<file path="src/rtl/uio_tx_pkg.sv">
// Shared types and constants for the uio byte transmitter.
package uio_tx_pkg;

  typedef enum logic [2:0] {
    IDLE,
    SETUP,
    STROBE,
    RELEASE,
    ABORT
  } tx_state_t;

  localparam logic [7:0] OE_DRIVE   = 8'hFF;
  localparam logic [7:0] OE_RELEASE = 8'h00;

  // Bits needed for a handshake timer that can hold TIMEOUT.
  function automatic int tmr_width(input int timeout);
    return $clog2(timeout + 1);
  endfunction

endpackage

</file>
<file path="src/rtl/uio_byte_tx_if.sv">
// Core-side byte stream plus the uio pad-side strobe/ack bus.
// master: core logic and the external receiver; slave: the transmitter.
interface uio_byte_tx_if;
  logic [7:0] in_data;
  logic       in_valid;
  logic       in_ready;
  logic [7:0] pin_data;
  logic [7:0] pin_oe;
  logic       pin_stb;
  logic       pin_ack;

  modport master (
    output in_data, in_valid, pin_ack,
    input  in_ready, pin_data, pin_oe, pin_stb
  );

  modport slave (
    input  in_data, in_valid, pin_ack,
    output in_ready, pin_data, pin_oe, pin_stb
  );
endinterface

</file>
<file path="src/rtl/sync_fifo.sv">
// Single-clock FIFO with valid/ready on both sides. No bypass: a byte
// pushed into an empty FIFO becomes visible on the read side one cycle later.
module sync_fifo #(
  parameter int WIDTH = 8,
  parameter int DEPTH = 4
) (
  input  logic             clk,
  input  logic             rst,
  input  logic [WIDTH-1:0] in_data,
  input  logic             in_valid,
  output logic             in_ready,
  output logic [WIDTH-1:0] out_data,
  output logic             out_valid,
  input  logic             out_ready
);

  localparam int AW = $clog2(DEPTH);

  logic [WIDTH-1:0] mem [DEPTH];
  logic [AW-1:0]    wr_ptr;
  logic [AW-1:0]    rd_ptr;
  logic [AW:0]      count;
  logic             push;
  logic             pop;

  assign in_ready  = (count != (AW + 1)'(DEPTH));
  assign out_valid = (count != '0);
  assign out_data  = mem[rd_ptr];
  assign push      = in_valid && in_ready;
  assign pop       = out_valid && out_ready;

  // Storage array; contents need no reset because count gates visibility.
  always_ff @(posedge clk) begin
    if (push) begin
      mem[wr_ptr] <= in_data;
    end
  end

  // Pointers and occupancy; DEPTH is a power of two so pointers wrap naturally.
  always_ff @(posedge clk) begin
    if (rst) begin
      wr_ptr <= '0;
      rd_ptr <= '0;
      count  <= '0;
    end else begin
      if (push) wr_ptr <= wr_ptr + 1'b1;
      if (pop)  rd_ptr <= rd_ptr + 1'b1;
      case ({push, pop})
        2'b10:   count <= count + 1'b1;
        2'b01:   count <= count - 1'b1;
        default: count <= count;
      endcase
    end
  end

endmodule

</file>
<file path="src/rtl/uio_byte_tx.sv">
// Byte transmitter driving the uio pads outward with a four-phase
// strobe/ack handshake; bus is released whenever no byte is in flight.
//
// state   | meaning
// --------+------------------------------------------------------------
// IDLE    | bus released; pop next byte once the receiver's ack is low
// SETUP   | data and oe driven, strobe low: one cycle of data setup
// STROBE  | strobe high, waiting for ack to rise (timed)
// RELEASE | strobe low, data still driven, waiting for ack to fall (timed)
// ABORT   | handshake timed out; bus released, byte dropped
module uio_byte_tx
  import uio_tx_pkg::*;
#(
  parameter int DEPTH       = 4,
  parameter int TIMEOUT     = 255,
  parameter int SYNC_STAGES = 2
) (
  input  logic             clk,
  input  logic             rst,
  uio_byte_tx_if.slave     bus,
  output logic             busy,
  output logic             err,
  input  logic             err_clr
);

  localparam int TW = tmr_width(TIMEOUT);
  localparam logic [TW-1:0] TMR_LOAD = TW'(TIMEOUT - 1);

  tx_state_t              state;
  logic [SYNC_STAGES-1:0] ack_sync;
  logic                   ack_s;
  logic [TW-1:0]          tmr;
  logic [7:0]             pin_data_q;
  logic [7:0]             pin_oe_q;
  logic                   pin_stb_q;
  logic                   err_q;
  logic [7:0]             fifo_data;
  logic                   fifo_valid;
  logic                   fifo_pop;

  sync_fifo #(
    .WIDTH (8),
    .DEPTH (DEPTH)
  ) u_fifo (
    .clk       (clk),
    .rst       (rst),
    .in_data   (bus.in_data),
    .in_valid  (bus.in_valid),
    .in_ready  (bus.in_ready),
    .out_data  (fifo_data),
    .out_valid (fifo_valid),
    .out_ready (fifo_pop)
  );

  // Bring the receiver's asynchronous ack into the clk domain.
  always_ff @(posedge clk) begin
    if (rst) begin
      ack_sync <= '0;
    end else begin
      ack_sync <= {ack_sync[SYNC_STAGES-2:0], bus.pin_ack};
    end
  end

  assign ack_s = ack_sync[SYNC_STAGES-1];

  // A new byte only starts once the previous handshake has fully closed.
  assign fifo_pop = (state == IDLE) && fifo_valid && !ack_s;
  assign busy     = fifo_valid || (state != IDLE);

  assign bus.pin_data = pin_data_q;
  assign bus.pin_oe   = pin_oe_q;
  assign bus.pin_stb  = pin_stb_q;
  assign err          = err_q;

  // Handshake FSM with registered pad outputs; the timer is a down-counter
  // loaded on entry to STROBE/RELEASE and aborts when it reaches zero.
  // pin_data doubles as the hold register for the in-flight byte.
  always_ff @(posedge clk) begin
    if (rst) begin
      state      <= IDLE;
      pin_data_q <= '0;
      pin_oe_q   <= OE_RELEASE;
      pin_stb_q  <= 1'b0;
      err_q      <= 1'b0;
      tmr        <= '0;
    end else begin
      // A timeout later in this block overrides the clear.
      if (err_clr) err_q <= 1'b0;
      case (state)
        IDLE: begin
          if (fifo_pop) begin
            pin_data_q <= fifo_data;
            pin_oe_q   <= OE_DRIVE;
            state      <= SETUP;
          end
        end
        SETUP: begin
          pin_stb_q <= 1'b1;
          tmr       <= TMR_LOAD;
          state     <= STROBE;
        end
        STROBE: begin
          if (ack_s) begin
            pin_stb_q <= 1'b0;
            tmr       <= TMR_LOAD;
            state     <= RELEASE;
          end else if (tmr == '0) begin
            pin_stb_q <= 1'b0;
            pin_oe_q  <= OE_RELEASE;
            err_q     <= 1'b1;
            state     <= ABORT;
          end else begin
            tmr <= tmr - 1'b1;
          end
        end
        RELEASE: begin
          if (!ack_s) begin
            pin_oe_q <= OE_RELEASE;
            state    <= IDLE;
          end else if (tmr == '0) begin
            pin_oe_q <= OE_RELEASE;
            err_q    <= 1'b1;
            state    <= ABORT;
          end else begin
            tmr <= tmr - 1'b1;
          end
        end
        ABORT: begin
          state <= IDLE;
        end
        default: begin
          pin_stb_q <= 1'b0;
          pin_oe_q  <= OE_RELEASE;
          state     <= IDLE;
        end
      endcase
    end
  end

endmodule

</file>
<file path="src/flat_wrapper.sv">
// flat-port wrapper written by rule: the top's interface ports become plain ports
module uio_byte_tx_flat import uio_tx_pkg::*;
#(
  parameter int DEPTH       = 4,
  parameter int TIMEOUT     = 255,
  parameter int SYNC_STAGES = 2
)
  (clk, rst, busy, err, err_clr, bus_in_data, bus_in_valid, bus_pin_ack, bus_in_ready, bus_pin_data, bus_pin_oe, bus_pin_stb);
  uio_byte_tx_if bus_i ();
  input  logic clk;
  input  logic rst;
  output logic busy;
  output logic err;
  input  logic err_clr;
  input wire logic [$bits(bus_i.in_data)-1:0] bus_in_data;
  input wire logic [$bits(bus_i.in_valid)-1:0] bus_in_valid;
  input wire logic [$bits(bus_i.pin_ack)-1:0] bus_pin_ack;
  output wire logic [$bits(bus_i.in_ready)-1:0] bus_in_ready;
  output wire logic [$bits(bus_i.pin_data)-1:0] bus_pin_data;
  output wire logic [$bits(bus_i.pin_oe)-1:0] bus_pin_oe;
  output wire logic [$bits(bus_i.pin_stb)-1:0] bus_pin_stb;
  assign bus_i.in_data = bus_in_data;
  assign bus_i.in_valid = bus_in_valid;
  assign bus_i.pin_ack = bus_pin_ack;
  assign bus_in_ready = bus_i.in_ready;
  assign bus_pin_data = bus_i.pin_data;
  assign bus_pin_oe = bus_i.pin_oe;
  assign bus_pin_stb = bus_i.pin_stb;
  uio_byte_tx #(.DEPTH(DEPTH), .TIMEOUT(TIMEOUT), .SYNC_STAGES(SYNC_STAGES)) u_core (.clk(clk), .rst(rst), .bus(bus_i), .busy(busy), .err(err), .err_clr(err_clr));
endmodule
</file>
<file path="config.mk">
export PLATFORM = sky130hd
export DESIGN_NAME = uio_byte_tx_flat
export DESIGN_NICKNAME = d
export VERILOG_FILES = /design/src/rtl/uio_tx_pkg.sv /design/src/rtl/uio_byte_tx_if.sv /design/src/rtl/sync_fifo.sv /design/src/rtl/uio_byte_tx.sv /design/src/flat_wrapper.sv
export SDC_FILE = /design/constraint.sdc
export NUM_CORES = 1
export LEC_CHECK = 0
export ABC_AREA = 1
export CAP_MARGIN = 30
export CELL_PAD_IN_SITES_DETAIL_PLACEMENT = 1
export CELL_PAD_IN_SITES_GLOBAL_PLACEMENT = 1
export CORE_ASPECT_RATIO = 0.5
export CORE_MARGIN = 2
export CORE_UTILIZATION = 37
export DETAILED_ROUTE_END_ITERATION = 12
export PLACE_DENSITY = 0.7
export SYNTH_ARGS = -nofsm -noshare
export SYNTH_HDL_FRONTEND = slang
export SYNTH_HIERARCHICAL = 1
export SYNTH_SLANG_ARGS = --single-unit
</file>
<file path="constraint.sdc">
create_clock -name clk -period 2.7 [get_ports clk]
set_input_delay 0.54 -clock clk [delete_from_list [all_inputs] [get_ports clk]]
set_output_delay 0.54 -clock clk [all_outputs]
set_load 0.02 [all_outputs]
</file>
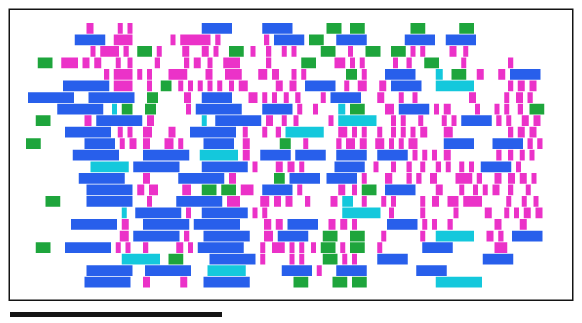
Run 1: cells coloured by class
Scale bar: 50 µm.
[registers] blue | cells: 72
[remaining logic cells] magenta | cells: 263
[clock drivers and dummy loads] cyan | cells: 16
[remaining buffers and delay cells] green | cells: 39

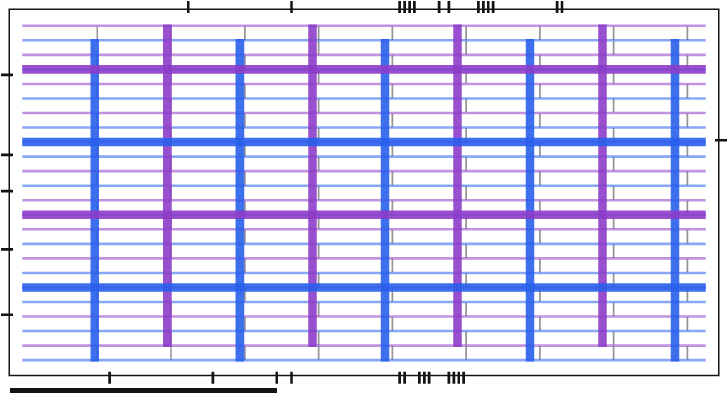
Run 1: supply network
Scale bar: 50 µm. Pins as bars on the die edge. Tap cells in grey.
[VDD] purple
[VSS] blue
met5 straps: 4
tap cells: 112
signal pins: 33
met4 straps: 9

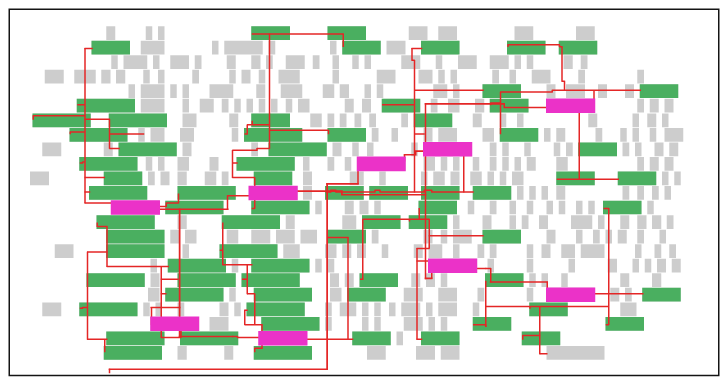
Run 1: clock network drawn from the DEF
[clock-net drivers] magenta | count: 9
[clock wires] red | length: 937 µm
[flip-flops] green | count: 72
routed clock nets: 10
flops lie: spread over the die

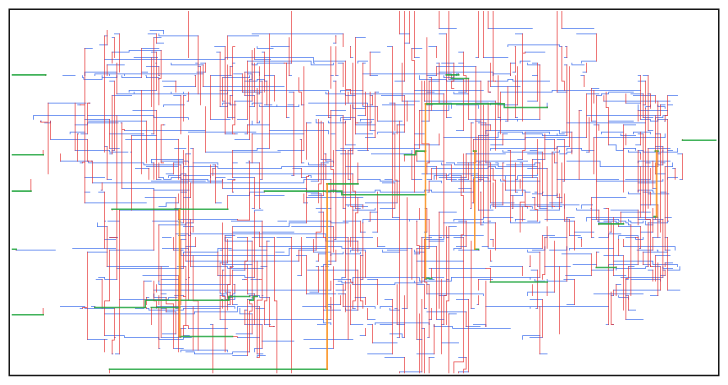
Run 1: signal wires by layer
[M1] blue | wire length: 3,320 µm
[M3] green | wire length: 230 µm
[M2] red | wire length: 3,760 µm
[M4] orange | wire length: 122 µm

==> summary.txt, run 1 <==
Flow results.

- The setup TNS is 0 ps.
- Summing over every cut layer, the via total after detailed routing is roughly 2,400.
- The worst path meets setup with between 200 and 300 ps of slack.
- The routed design could run at a clock period as short as about 2400 ps.
- After detailed routing, the average wire length per cell comes to between 10 and 15 µm.
- The die is roughly 70 µm tall.
- In this run, the synthesized area fraction spent on and/or/nand/nor cells is recorded as between 15 and 20%.
- Counting pins that exceed their max-slew limit in the final report gives 0.
- Sorting the synthesized cells by area gives the leading types as edfxtp_1 31%, dfxtp_1 26%, nor2_1 9.0%.
- Among the non-sequential cells, simple AND/OR/NAND/NOR gates take the most area.
- Synthesis handed over a netlist of between 300 and 400 instances.
- Per the timing report, the achievable frequency comes out to 0.4139 GHz.
- The number of maximum-capacitance constraint violations is 0.
- The first-iteration detailed-routing DRC count is 105.
- For the worst setup path, the data arrival time is ~2600 ps.
- The share of the clock period used by the worst path after layout is roughly nine tenths.
- The post-synthesis chip area from yosys is between 3000 and 4000 µm².
- The hold buffer count at cts is 0.
- The final hold violation count recorded for this run is 0.
- The kind of critical path is flip-flop to flip-flop.
- The number of buffers added on ports is 32.
- The static power due to leakage is around 1.5 nW.
- The clock skew after layout is around 4.3 ps.
- The Yosys step of the flow raised 6 warnings.
- The total routing resource utilization after global routing is 17.68%.
- The H-tree depth is 3.
- The net count reported at finish is approximately 400.
- The number of filler instances in the final layout is 954.
- For this run the aggregate overflow at the end of global routing stands at 0.
- The first detailed-routing pass took 4 iterations.
- Per the detailed-route log, wirelength across all metal layers totals 7429 µm.
- In the Yosys report the total cell count is 342.
- The chip occupies approximately 9000 µm².
- At the worst endpoint, the required time is just under 3000 ps.
- STA classifies the critical path endpoint as a flip-flop.
- The final hold slack is about 400 ps.
- Per the synthesis report, the adder-cell share of the synthesized area is about 3.1%.
- The CTS tree is yes.
- In the Yosys stats the netlist draws on 26 distinct library cells.
- In this run the remaining antenna-violating nets after routing total 0.
- Warnings raised by the tools during the run amount to 29.
- Per STA, the worst path is made up of inv_1, nand2_2, inv_1, nor2_1, nand2_2, inv_2, nand2_1, inv_2, ha_1, inv_1, fa_1, inv_1, nand2_1, nand3_1, nand2_1, nand2_1, nor2_1.
- The final antenna diode count is 0.
- The floorplan step set the die width to ~130 µm.
- The buffer depth of the longest clock path is 2.
- The share of layout cells above drive strength 1 is under 10%.
- Per the detail_route report, DRC violations left total 0.
- Between the synthesized netlist and the finished layout, the area growth was recorded as 24.43%.
- The number of synthesized register bits is between 70 and 80.
- Looking at the worst setup and hold paths, the clock pins of their registers show a slew of ~50 ps.
- The post-place setup slack is approximately 310 ps.
- The core utilization before placement is between 30% and 40%.
- The clock root buffer is clkbuf_16.
- In this run the biggest area consumer among cell types represents 31.48% of the synthesized area.
- Setup repair after global routing left no endpoint under its margin.
- The power density over the cells is between 1000 and 1500 nW/µm².
- The clock sink count is 72.
- The maximum number of pins on one net before global-route repair is 20.
- The CTS report gives the tree buffer count as 9.
- The path class of the lowest-slack min-delay path is flip-flop to flip-flop.
- The worst register-to-register path has a setup slack of between 200 and 300 ps.
- The library cell with the largest summed area after synthesis is edfxtp_1.
- Detailed placement finished with a half-perimeter wire length of about 5300 µm.
- Dividing the detail-routed via count by the number of cells gives between 4 and 5.
- Summing the sequential cell areas from Yosys gives 57.70% of the chip area.
- The initial antenna violation count is 0.
- The core region is 8000 µm².
- The routability-driven placement congestion ratio is between 0.8 and 0.9.
- The synthesized-area fraction occupied by xor and xnor cells is less than 1%.
- Among all stages on the critical path, the largest delay is contributed by fa_1.
- Per the finish-stage timing summary, setup violations number 0.
- The portion of synthesized area spent on multiplexers is 0%.
- The number of setup buffers added after CTS is 0.
- The number of global-route vias before repair is about 2,500.
- The run finished with clean final reports.
- The mapped netlist covers around 3100 µm².
- When the netlist entered floorplanning its net count stood at roughly 360.
- The stage delay of the slowest cell on the critical path is ~400 ps.
- The number of ports placed on the die boundary is 33.
- The first global-routing pass estimated about 12,000 µm of wire.
- Measured against its own limit, the worst slew margin works out to about 76%.
- The standard-cell row count is 23.
- The worst-skew pair later-pin latency is about 330 ps.
- The transition time at the pin with the least slew margin is about 360 ps.
- Post-CTS repair changed the size of 0 cells.
- In this run the mean area of a mapped cell was roughly 8.9 µm².
- The area share of and-or/or-and cells after synthesis is about an eighth.
- The worst setup path is launched from a flip-flop.
- In this run the VDD rail shows a maximum IR drop of between 0.0005 and 0.0006 V.
- The largest driver fanout on the critical path is 13.
-- run 1: per-stage QoR --
step	std cells	utilization [%]	area (µm²)	power, mW
floorplan	342	-	3053	2.760
global placement	486	43.93	3515	3.241
detailed placement	486	43.93	3515	3.335
CTS	502	47.48	3799	4.502
global route	502	47.48	3799	4.787
finish	502	47.48	3799	4.443
-- run 1: report_power, final --
part	switching, mW	total (mW)	internal [mW]
Sequential	0.145	1.52	1.37
Clock	0.422	1.13	0.712
Combinational	1.15	1.79	0.646
Total	1.71	4.44	2.73
-- run 1: per-layer routing --
metal | track usage, % | share of wire [%] | vias up
met5 | 0 | 0 | -
met4 | 6.048 | 1.6 | 0
met3 | 5.926 | 3.1 | 13
met2 | 33.61 | 51 | 36
met1 | 19.11 | 45 | 1161
li1 | - | - | 1199
-- run 1: sequential cells by signal, indices dropped and copies added (netlist names), named ones only --
signal and count:
u_core/bus.pin_oe 8, u_core/u_fifo/rd_ptr 2, u_core/u_fifo/count 3, u_core/u_fifo/wr_ptr 2
u_core/ack_sync 2, u_core/state 3, u_core/bus.pin_data 8, u_core/err 1
u_core/tmr 8, u_core/u_fifo/mem 32, u_core/bus.pin_stb 1
-- run 1: cell usage after synthesis --
library cell / instances
nor2_1: 73
o21ai_0: 28
xor2_1: 1
o21ai_2: 3
nor2_4: 2
a31oi_1: 1
inv_1: 40
clkbuf_1: 2
o22ai_1: 8
nand3_1: 13
dfxtp_1: 40
nor2_2: 2
a21oi_1: 25
clkbuf_2: 1
fa_1: 1
buf_2: 1
edfxtp_1: 32
nand2_4: 2
nand2_1: 46
o211ai_1: 1
nand2_2: 6
inv_2: 3
o21bai_1: 1
buf_6: 3
ha_1: 6
o21ai_1: 1
-- run 1: critical path, delay by kind of cell (launching register included) --
family | cells | cell delay (ps)
AND/OR/NAND/NOR | 9 | 920
adder cells (fa/ha/maj) | 2 | 550
buffers and inverters | 6 | 480
flip-flops | 1 | 380
-- run 1: path summary, 6_finish.rpt --
kind,cells after the start,from,to
worst max-delay path,17,u_core/u_fifo/count[2],u_core/u_fifo/count[2]
worst min-delay path,2,u_core/ack_sync[0],u_core/ack_sync[1]
worst max register to register,17,u_core/u_fifo/count[2],u_core/u_fifo/count[2]
worst min register to register,2,u_core/ack_sync[0],u_core/ack_sync[1]
-- run 1: layout by cell type, fill, tap and decap left out, types with 6 or more instances in the layout --
cell type	synthesis	routed
a21oi_1	25	25
buf_4	0	7
clkbuf_16	0	9
clkdlybuf4s50_1	0	32
dfxtp_1	40	40
edfxtp_1	32	32
ha_1	6	6
inv_1	40	40
nand2_1	46	46
nand2_2	6	6
nand3_1	13	13
nor2_1	73	73
o21ai_0	28	28
o22ai_1	8	8
-- run 1: cell type report --
cell class | count | area (µm²) | share of cell area (%)
inverter | 43 | 161.4 | 4.249
tap | 112 | 140.1 | 3.689
sequential | 72 | 1762 | 46.38
clock buffer | 12 | 236.5 | 6.225
timing repair buffer | 39 | 372.9 | 9.816
multi-input combinational | 220 | 1079 | 28.39
clock inverter | 4 | 47.55 | 1.252
==> run 2: changes to the inputs <==
--- a/config.mk
+++ b/config.mk
@@ -6,12 +6,14 @@
 export NUM_CORES = 1
 export LEC_CHECK = 0
 export ABC_AREA = 1
+export ABC_CLOCK_PERIOD_IN_PS = 2700
 export CAP_MARGIN = 30
 export CELL_PAD_IN_SITES_DETAIL_PLACEMENT = 1
 export CELL_PAD_IN_SITES_GLOBAL_PLACEMENT = 1
 export CORE_ASPECT_RATIO = 0.5
 export CORE_MARGIN = 2
 export CORE_UTILIZATION = 37
+export CTS_CLUSTER_DIAMETER = 40
 export DETAILED_ROUTE_END_ITERATION = 12
 export PLACE_DENSITY = 0.7
 export SYNTH_ARGS = -nofsm -noshare
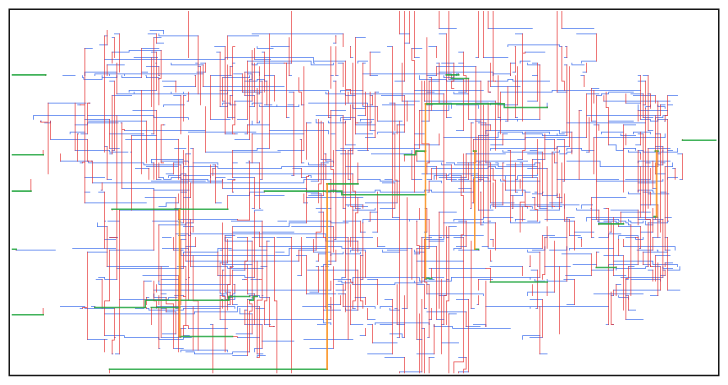
Run 2: signal wires by layer
[M1] blue | wire length: 3,320 µm
[M3] green | wire length: 230 µm
[M4] orange | wire length: 122 µm
[M2] red | wire length: 3,760 µm

==> run 2 against run 1 <==
  * Hold slack unchanged
  * Area after synthesis unchanged
  * Synthesized cell count unchanged
  * Fmax unchanged
  * Wire length unchanged
  * Via count unchanged
  * Clock skew unchanged
  * Largest power group unchanged
==> summary.txt, run 2 <==
Flow results.

- The number of placed instances, taps included, is ~490.
- The largest driver fanout on the critical path is 13.
- Setup repair after global routing left no endpoint under its margin.
- For this run, the script counts the antenna cells in the layout as 0.
- The final instance area is 3799 µm².
- The library cell used most frequently in the layout, excluding fill and tap cells, is nor2_1.
- The hold buffer count at cts is 0.
- According to the CTS report, the clock sink count is 72.
- The worst-skew pair later-pin latency is 330 ps.
- The number of maximum-capacitance violations recorded for the run is 0.
- From the final report, the count of setup violators was given as 0.
- The detailed-placement wirelength estimate is approximately 5300 µm.
- The cell-mix breakdown from Yosys lists the simple-gate area share as between 10% and 20%.
- The final report gives the core utilization as between 40% and 50%.
- The transition time at the pin with the least slew margin is 362.0 ps.
- The post-synthesis instance total is between 300 and 400.
- In the CTS report, the clock slew at the register clock pins of the worst setup and hold paths is listed as around 50 ps.
- The final hold slack is between 400 and 500 ps.
- Per the detail_route report, DRC violations left total 0.
- The number of setup buffers added after CTS is 0.
- The area fraction of the dominant cell type after synthesis is a little under a third.
- The overall power is 4.443 mW.
- Entering global routing, the biggest net connects 20 pins.
- The total clock buffers created by CTS is 9.
- The number of iterations in the first detailed-routing pass is 4.
- The data required time at the worst endpoint is approximately 2900 ps.
- The H-tree depth is 3.
- In the Yosys report, the sequential cells make up between 50% and 60% of the chip area.
- Among all flip-flop cells after synthesis, the most frequent one is dfxtp_1.
- The floorplan die area is ~9000 µm².
- The synthesized-area fraction occupied by xor and xnor cells is 0.2869%.
- The number of ports placed on the die boundary is 33.
- Summed over all instances, the cell type with the most area after synthesis is edfxtp_1.
- For reference, full adder, half adder and majority cells occupy 3.115% of the area reported after synthesis.
- The static power due to leakage is between 1.5 and 2 nW.
- According to the Yosys statistics, the synthesized design has a chip area of around 3100 µm².
- The total area inside the core boundary comes to about 8000 µm².
- The core utilization before placement is 38.16%.
- The area growth from synthesis to layout is 24.43%.
- The maximum clock frequency is 0.4139 GHz.
- In the layout the commonest cells are 73 x nor2_1, 46 x nand2_1, 40 x inv_1, 40 x dfxtp_1.
- Yosys mapped a number of flops with a built-in enable equal to 32.
- The quantity of gates resized following cts is 0.
- The total routing resource utilization after global routing is 17.68%.
- The total detailed-routing wirelength is between 7000 and 8000 µm.
- The number of buffers added on ports is 32.
- The tree is rooted in a clkbuf_16.
- The standard-cell row count is 23.
- The most common cell in the synthesized netlist is nor2_1.
- The final timing summary puts the cycle share of the worst path at 89.49%.
- The post-route minimum period is about 2400 ps.
- The residual antenna-violating net count after detailed routing is 0.
- The post-synthesis net count is roughly 360.
- The area of placed instances is approximately 3500 µm².
- The net count reported at finish is between 400 and 500.
- The slack of the critical path is around 280 ps.
- Yosys shows that the main logic family after synthesis is simple AND/OR/NAND/NOR gates.
- The number of synthesized register bits is about 72.
- For reference, the top cells by area after synthesis are edfxtp_1 31%, dfxtp_1 26%, nor2_1 9.0%.
- The worst IR drop on VDD is 0.0005027 V.
- Yosys printed 6 warnings.
- The post-place setup slack is 312.3 ps.
- The die width is around 130 µm.
- The final tally of hold violations is 0.
- The arrival time of data at the worst endpoint is listed as between 2000 and 3000 ps.
- According to the hold report, the worst path is of the flip-flop to flip-flop type.
- The flow ran to the end, and the final reports show no timing, DRC or antenna violations.
- The number of slew-limit violations in the final report is 0.
- The register with the most flip-flops in the layout has 32 of them.
- Adding up every negative setup slack in the final design gives 0 ps.
- The share of layout cells above drive strength 1 is between 9 and 10%.
- Recorded from the global router log, the overflow total was 0.
- The height of the chip is around 70 µm.
- Sorting the synthesized cells by how often they occur yields 73 x nor2_1, 46 x nand2_1, 40 x dfxtp_1, 40 x inv_1, 32 x edfxtp_1.
- The async set-reset flop share out of synthesis is 0%.
- The routability-driven placement congestion ratio is between 0.8 and 0.9.
- The category of the worst setup path launch point is a flip-flop.
- The cell total in the yosys stat output is between 300 and 400.
- Per the CTS log, the buffer count on the longest clock path is 2.
- The logs give a warning total of 29.
- Summing every instance area after synthesis gives between 3000 and 4000 µm².
- The average cell area after synthesis is a little under 9 µm².
- The number of global-route vias before repair is ~2,500.
- Per the detail_route report, routed wire per instance is roughly 15 µm.
- The kind of critical path is flip-flop to flip-flop.
- Total power normalized to cell area comes to approximately 1200 nW/µm².
- The critical path endpoint category is a flip-flop.
- Yosys reports the multiplexer fraction of the synthesized area as 0%.
- TritonCTS built the clock tree.
- The tally of non-filler cells in the final layout is roughly 500.
- After layout, the setup clock skew is reported as 4.326 ps.
- Across all checked pins, the minimum headroom to the slew limit is 75.83%.
- The first global-routing pass estimated 11,940 µm of wire.
- The initial antenna violation count is 0.
- Summing over every cut layer, the via total after detailed routing is between 2,000 and 2,500.
- Ranked by flip-flop count, first place goes to u_core/u_fifo/mem.
- The first-iteration detailed-routing DRC count is about 110.
- The area share of and-or/or-and cells after synthesis is 12.05%.
- The distinct cell type count after synthesis is 26.
- Using the TritonRoute via totals, the vias-per-cell ratio works out to between 4 and 5.
run 2: cell counts after synthesis:
Identical to the previous run, type by type.
run 2: final cells by class:
| class | count | area, µm² |
|---|---|---|
| clock buffers | 12 | 236.5 |
| clock inverters | 4 | 47.55 |
| fillers | 954 | 4202 |
| inverters | 43 | 161.4 |
| multi-input cells | 220 | 1079 |
| flip-flops and latches | 72 | 1762 |
| well taps | 112 | 140.1 |
| repair buffers | 39 | 372.9 |
run 2: path summary, 6_finish.rpt:
path	to	from	slack [ps]	depth (start not counted)
worst max-delay path	u_core/u_fifo/count[2]	u_core/u_fifo/count[2]	280	17
worst min-delay path	u_core/ack_sync[1]	u_core/ack_sync[0]	400	2
worst max register to register	u_core/u_fifo/count[2]	u_core/u_fifo/count[2]	280	17
worst min register to register	u_core/ack_sync[1]	u_core/ack_sync[0]	400	2
run 2: cells by family (layout without fill, tap and decap cells):
kind of cell,after synthesis,after routing
buffers and inverters,50,98
xor gates and xnor gates,1,1
adders and majority gates,7,7
AOI/OAI and AO/OA,68,68
and+or+nand+nor,144,144
DFF,72,72
run 2: power breakdown:
group | internal, mW | switching [mW] | leakage (nW)
Combinational | 0.646 | 1.15 | 0.765
Clock | 0.712 | 0.422 | 0.137
Sequential | 1.37 | 0.145 | 0.623
Total | 2.73 | 1.71 | 1.52
run 2: layer usage:
layer | track usage [%] | wire [µm]
met5 | 0 | 0
met4 | 6.048 | 121
met3 | 5.926 | 230
met2 | 33.61 | 3760
met1 | 19.11 | 3317
run 2: critical path: stages, from the launching register on:
cell and delay (ps):
dfxtp_1 380, inv_1 90, nand2_2 100, inv_1 60, nor2_1 220, nand2_2 210
inv_2 100, nand2_1 80, inv_2 80, ha_1 160, inv_1 70, fa_1 390
inv_1 80, nand2_1 50, nand3_1 90, nand2_1 60, nand2_1 60, nor2_1 50
Power and IR drop assume default switching activity.
